### M1 wires

Scale bar: 50 um. Supply wires on this layer in grey.
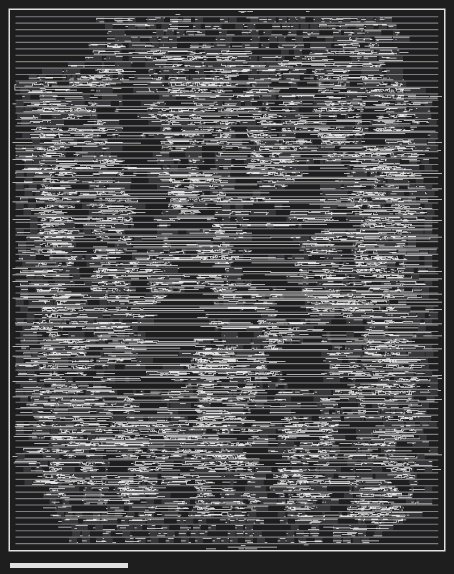
### Sizing map

Scale bar: 50 um.
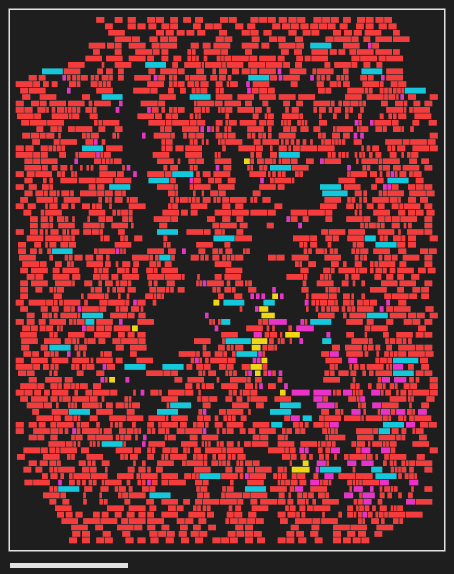
### M2 wires

Scale bar: 50 um.
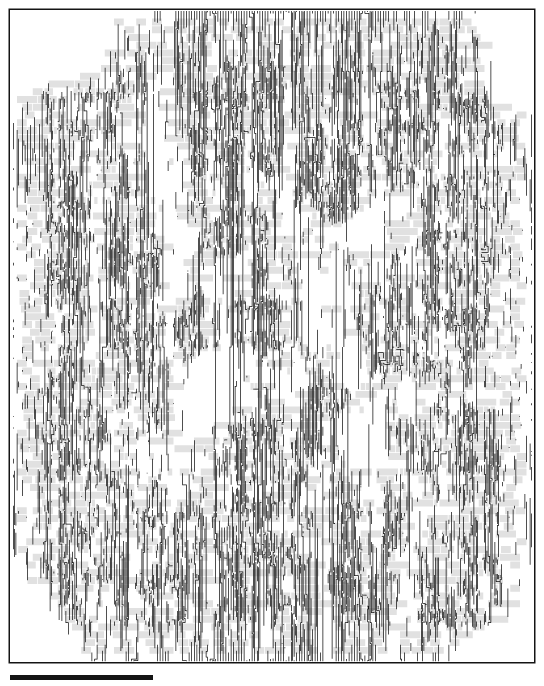
### Routing congestion

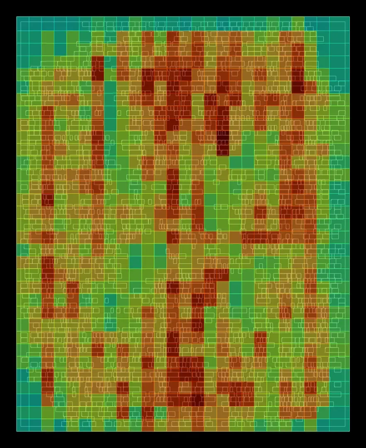
### A small window of the routed layout

Scale bar: 10 um. Window x 72 to 112, y 49 to 89 um. Cells in grey, sequential cells in the stronger grey; small squares are vias.
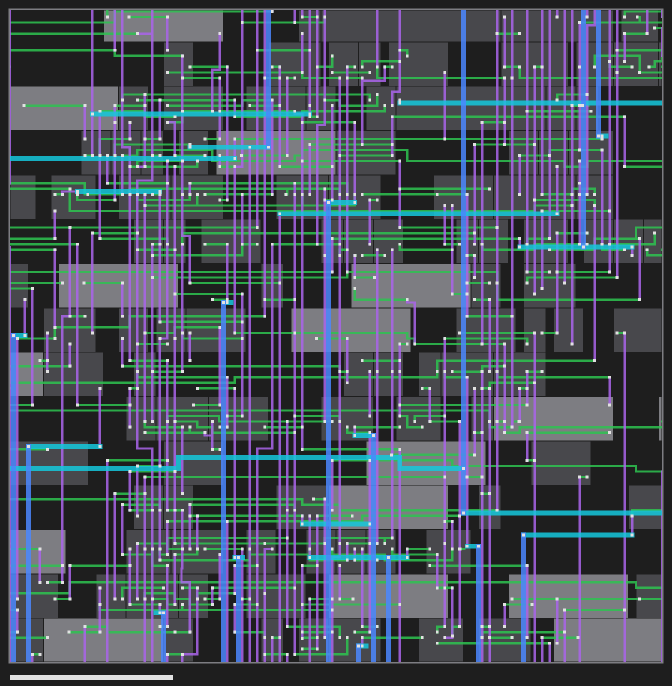
==> config.mk <==
export PLATFORM = sky130hd
export DESIGN_NAME = pipe_stage_reg_flat
export DESIGN_NICKNAME = d
export VERILOG_FILES = /design/src/rtl/pipe_stage_reg_if.sv /design/src/rtl/pipe_stage_reg.sv /design/src/flat_wrapper.sv
export SDC_FILE = /design/constraint.sdc
export NUM_CORES = 1
export LEC_CHECK = 0
export CORE_ASPECT_RATIO = 1.25
export CORE_MARGIN = 2
export CORE_UTILIZATION = 41
export CTS_CLUSTER_SIZE = 24
export DETAILED_ROUTE_END_ITERATION = 7
export GPL_ROUTABILITY_DRIVEN = 1
export GPL_TIMING_DRIVEN = 0
export PLACE_DENSITY = 0.67
export SKIP_LAST_GASP = 1
export SLEW_MARGIN = 5
export SYNTH_ARGS = -nofsm -noshare
export SYNTH_HDL_FRONTEND = slang
export SYNTH_SLANG_ARGS = --single-unit
==> constraint.sdc <==
create_clock -name clk -period 2.1 [get_ports clk]
set_input_delay 0.21 -clock clk [delete_from_list [all_inputs] [get_ports clk]]
set_output_delay 0.21 -clock clk [all_outputs]
set_load 0.02 [all_outputs]
==> flow_summary_export.csv <==
group,metric,value,unit
setup_path,reg2reg_slack,-0.02,ns
clocking,ctsRootBufferMaster,"sky130_fd_sc_hd__clkbuf_16",
synthesis,syn_inst,1824,
global_routing,grt_pass1_wl,89800,um
finish,layout.area.comb,8420,um^2
synthesis,edf_count,0,
synthesis,mappedNetlistNets,1992,
clocking,post_cts_hold_buffer_count,0,
power,vdd_drop_max,579,uV
setup_path,setup.worst_path.start_class,"flip-flop",
power,seq_power_share,45.3,%
run_status,failed_checks,"negative setup slack",
final_timing,skew,0.0199,ns
synthesis,yosysWarnings,0,
route,drt-vias-per-instance,5.95,
global_routing,first_global_vias,16100,
final_timing,post-route-min-period,2.12,ns
synthesis,synth_chip_area,16500,um^2
power,post-layout-total-power,16.0,mW
synthesis,ys_seq_share,44.9,%
power,clockPowerShare,43.8,%
floorplanning,placeableCoreArea,39900,um^2
place,placement.setup.worst_slack,-1.75,ns
clocking,worst_setup_hold_path_clk_slew,0.06,ns
setup_path,critPathKind,"flip-flop to flip-flop",
final_timing,timing.final.crit_share,101,%
final_timing,timing.hold.ws,0.260,ns
synthesis,synth.ff_latch_count,371,
synthesis,ys_cells,1824,
job,warnings,28,
min_path,worst_hold_path_type,"primary input to flip-flop",
setup_path,timing.critical_path.to_type,"flip-flop",
power,power_leakage,7.27,nW
clocking,tritoncts,"done",
finish,nFillCells,3572,
synthesis,postSynthAreaPerCell,9.07,um^2
floorplanning,rows,82,
clocking,clk-insertion-delay-late,0.55,ns
synthesis,synth.top_cells.by_area,"sky130_fd_sc_hd__dfxtp_1 45%, sky130_fd_sc_hd__a21oi_1 8.5%, sky130_fd_sc_hd__nand4b_1 8.5%",
global_routing,antenna_violations_before_repair,12,
route,wl_per_cell,21.1,um
final_timing,timing_hold_violations_final,0,
floorplanning,die_h,229,um
finish,flop_area,7430,um^2
run_status,outcome,"finished, violations left",
clocking,h-tree-depth,2,
synthesis,top_cell,"sky130_fd_sc_hd__dfxtp_1",
setup_path,crit_path_max_fanout,9,
place,place_congestion,0.870,
power,switching_power_share_of_the_total,24.8,%
power,share_comb_of_total_power,10.8,%
clocking,clkSinkCount,371,
final_timing,report.final.slew_viol_count,0,
final_timing,tightest_slew,0.670,ns
clocking,cts_buffer_depth,3,
place,buffers_added_on_ports,373,
setup_path,cp_cell_sequence,"ha_1 -> and3_1 -> and2_1 -> a2111oi_1 -> mux2_2",
synthesis,synth.top_cells.by_count,"371 x sky130_fd_sc_hd__dfxtp_1, 280 x sky130_fd_sc_hd__a21oi_1, 176 x sky130_fd_sc_hd__nand3_1",
final_timing,timing.final.ws_setup,-0.0181,ns
global_routing,largest_net_degree_at_the_start_of_global_routing,14,
final_timing,max_slew_margin,55.3,%
clocking,tritoncts.num_buffers,41,
finish,fin_nets,2410,
power,powerDensity,713,nW/um^2
place,dp_hpwl,41200,um
final_timing,setup_viol,1,
About 'M1 wires':
- longest straight run: 58.0 um
- main direction: horizontal
- nets with wire on the layer: 2202
- share of all routed wire: 40%
via count: 16500
met1 track demand over resource in global routing: 31.9%
Detailed Route WL: 58600 um

About 'Sizing map':
- yellow: x3 and x4 (cells 16)
- magenta: x2 (cells 123; most used clkbuf_2)
- cyan: x6 and larger (cells 55; most used clkbuf_16)
- red: x1 and smaller (cells 2073; most used clkdlybuf4s50_1)
Buffers excl. clock: 577
post-route cell area: 22500 um^2
Layout area overhead: 35.8%

About 'M2 wires':
- share of all routed wire: 47%
- main direction: vertical
global routing met2 resource utilization: 44.1%

About 'Routing congestion':
end-of-flow core utilization: 56.3%
gr usage total: 26.7%

About 'A small window of the routed layout':
- green: M1
- cyan: M3
- purple: M2
- blue: M4
- most frequent: a21oi_1 (15), dfxtp_1 (13), nand3_1 (11)
- cells with their middle in the window: 111
- sequential cells in the window: 13

## cells by family (layout without fill, tap and decap cells)
group           after synthesis  in the layout  synth area share [%]
simple gates                578            578                  21.0
flops                       371            371                  44.9
fa+ha+maj                     3              3                 0.227
mux                         113            113                  7.02
xor+xnor                      1              1                0.0529
buf+inv                     209            652                  4.93
other cells                   0              5                     0
compound gates              549            549                  21.9
## placed cells by master, fill, tap and decap left out, types with 14 or more instances in the layout
cell type | netlist | layout
sky130_fd_sc_hd__mux2_2 | 24 | 24
sky130_fd_sc_hd__clkbuf_1 | 164 | 123
sky130_fd_sc_hd__a22oi_1 | 75 | 75
sky130_fd_sc_hd__nand4b_1 | 160 | 160
sky130_fd_sc_hd__clkdlybuf4s50_1 | 0 | 372
sky130_fd_sc_hd__a21oi_1 | 280 | 280
sky130_fd_sc_hd__buf_2 | 25 | 32
sky130_fd_sc_hd__o2bb2ai_1 | 160 | 160
sky130_fd_sc_hd__clkbuf_16 | 0 | 42
sky130_fd_sc_hd__nand4_1 | 14 | 14
sky130_fd_sc_hd__nand2_1 | 21 | 21
sky130_fd_sc_hd__dfxtp_1 | 371 | 366
sky130_fd_sc_hd__nor2_1 | 123 | 121
sky130_fd_sc_hd__mux2i_1 | 89 | 89
sky130_fd_sc_hd__nand3_1 | 176 | 175
sky130_fd_sc_hd__nor2b_1 | 28 | 27
sky130_fd_sc_hd__clkbuf_2 | 0 | 42
## through the flow
stage / utilization, % / std cells
floorplan: - / 1824
finish: 56.3 / 2776
global placement: 52.4 / 2701
global route: 56.3 / 2775
CTS: 56.0 / 2771
detailed placement: 52.4 / 2701
## power groups by stage
stage / sequential [mW] / combinational, mW / clock, mW
global placement: 7.41 / 1.68 / 0
floorplan: 7.53 / 0.647 / 0
CTS: 7.26 / 1.72 / 7.13
finish: 7.26 / 1.74 / 7.02
global route: 7.27 / 1.86 / 7.38
detailed placement: 7.41 / 1.69 / 0
## area by class of cell
cell class / instances / share of cell area [%]
repair buffers: 376 / 16.7
well taps: 504 / 2.81
flip-flops and latches: 371 / 33.1
clock buffers: 56 / 5.04
clock inverters: 12 / 0.613
multi-input cells: 1244 / 37.5
plain buffers: 201 / 4.12
inverters: 7 / 0.117
diodes: 5 / 0.0557
## layer usage
layer  part of all wire (%)  GRT usage, %  up-vias
li1                       -             -     7753
met2                     47          44.1      689
met3                    8.2          6.99      155
met1                     40          31.9     7916
met4                    4.9          13.5       14
met5                   0.16             0        -
## what timing repair did
| action | CTS | global route |
|---|---|---|
| setup buffers | 2 | 1 |
| resized | 66 | 78 |
| setup endpoints to repair | 337 | 269 |
| pin swaps | 1 | 0 |
## critical path, delay by kind of cell, from the launching register on
family / cells / cell delay [ns]
AND/OR/NAND/NOR: 2 / 0.51
AND-OR/OR-AND: 1 / 0.51
multiplexers: 1 / 0.39
flip-flops: 1 / 0.36
adder cells (fa/ha/maj): 1 / 0.24
No activity file was given, so power comes from the tool's default toggle rates.
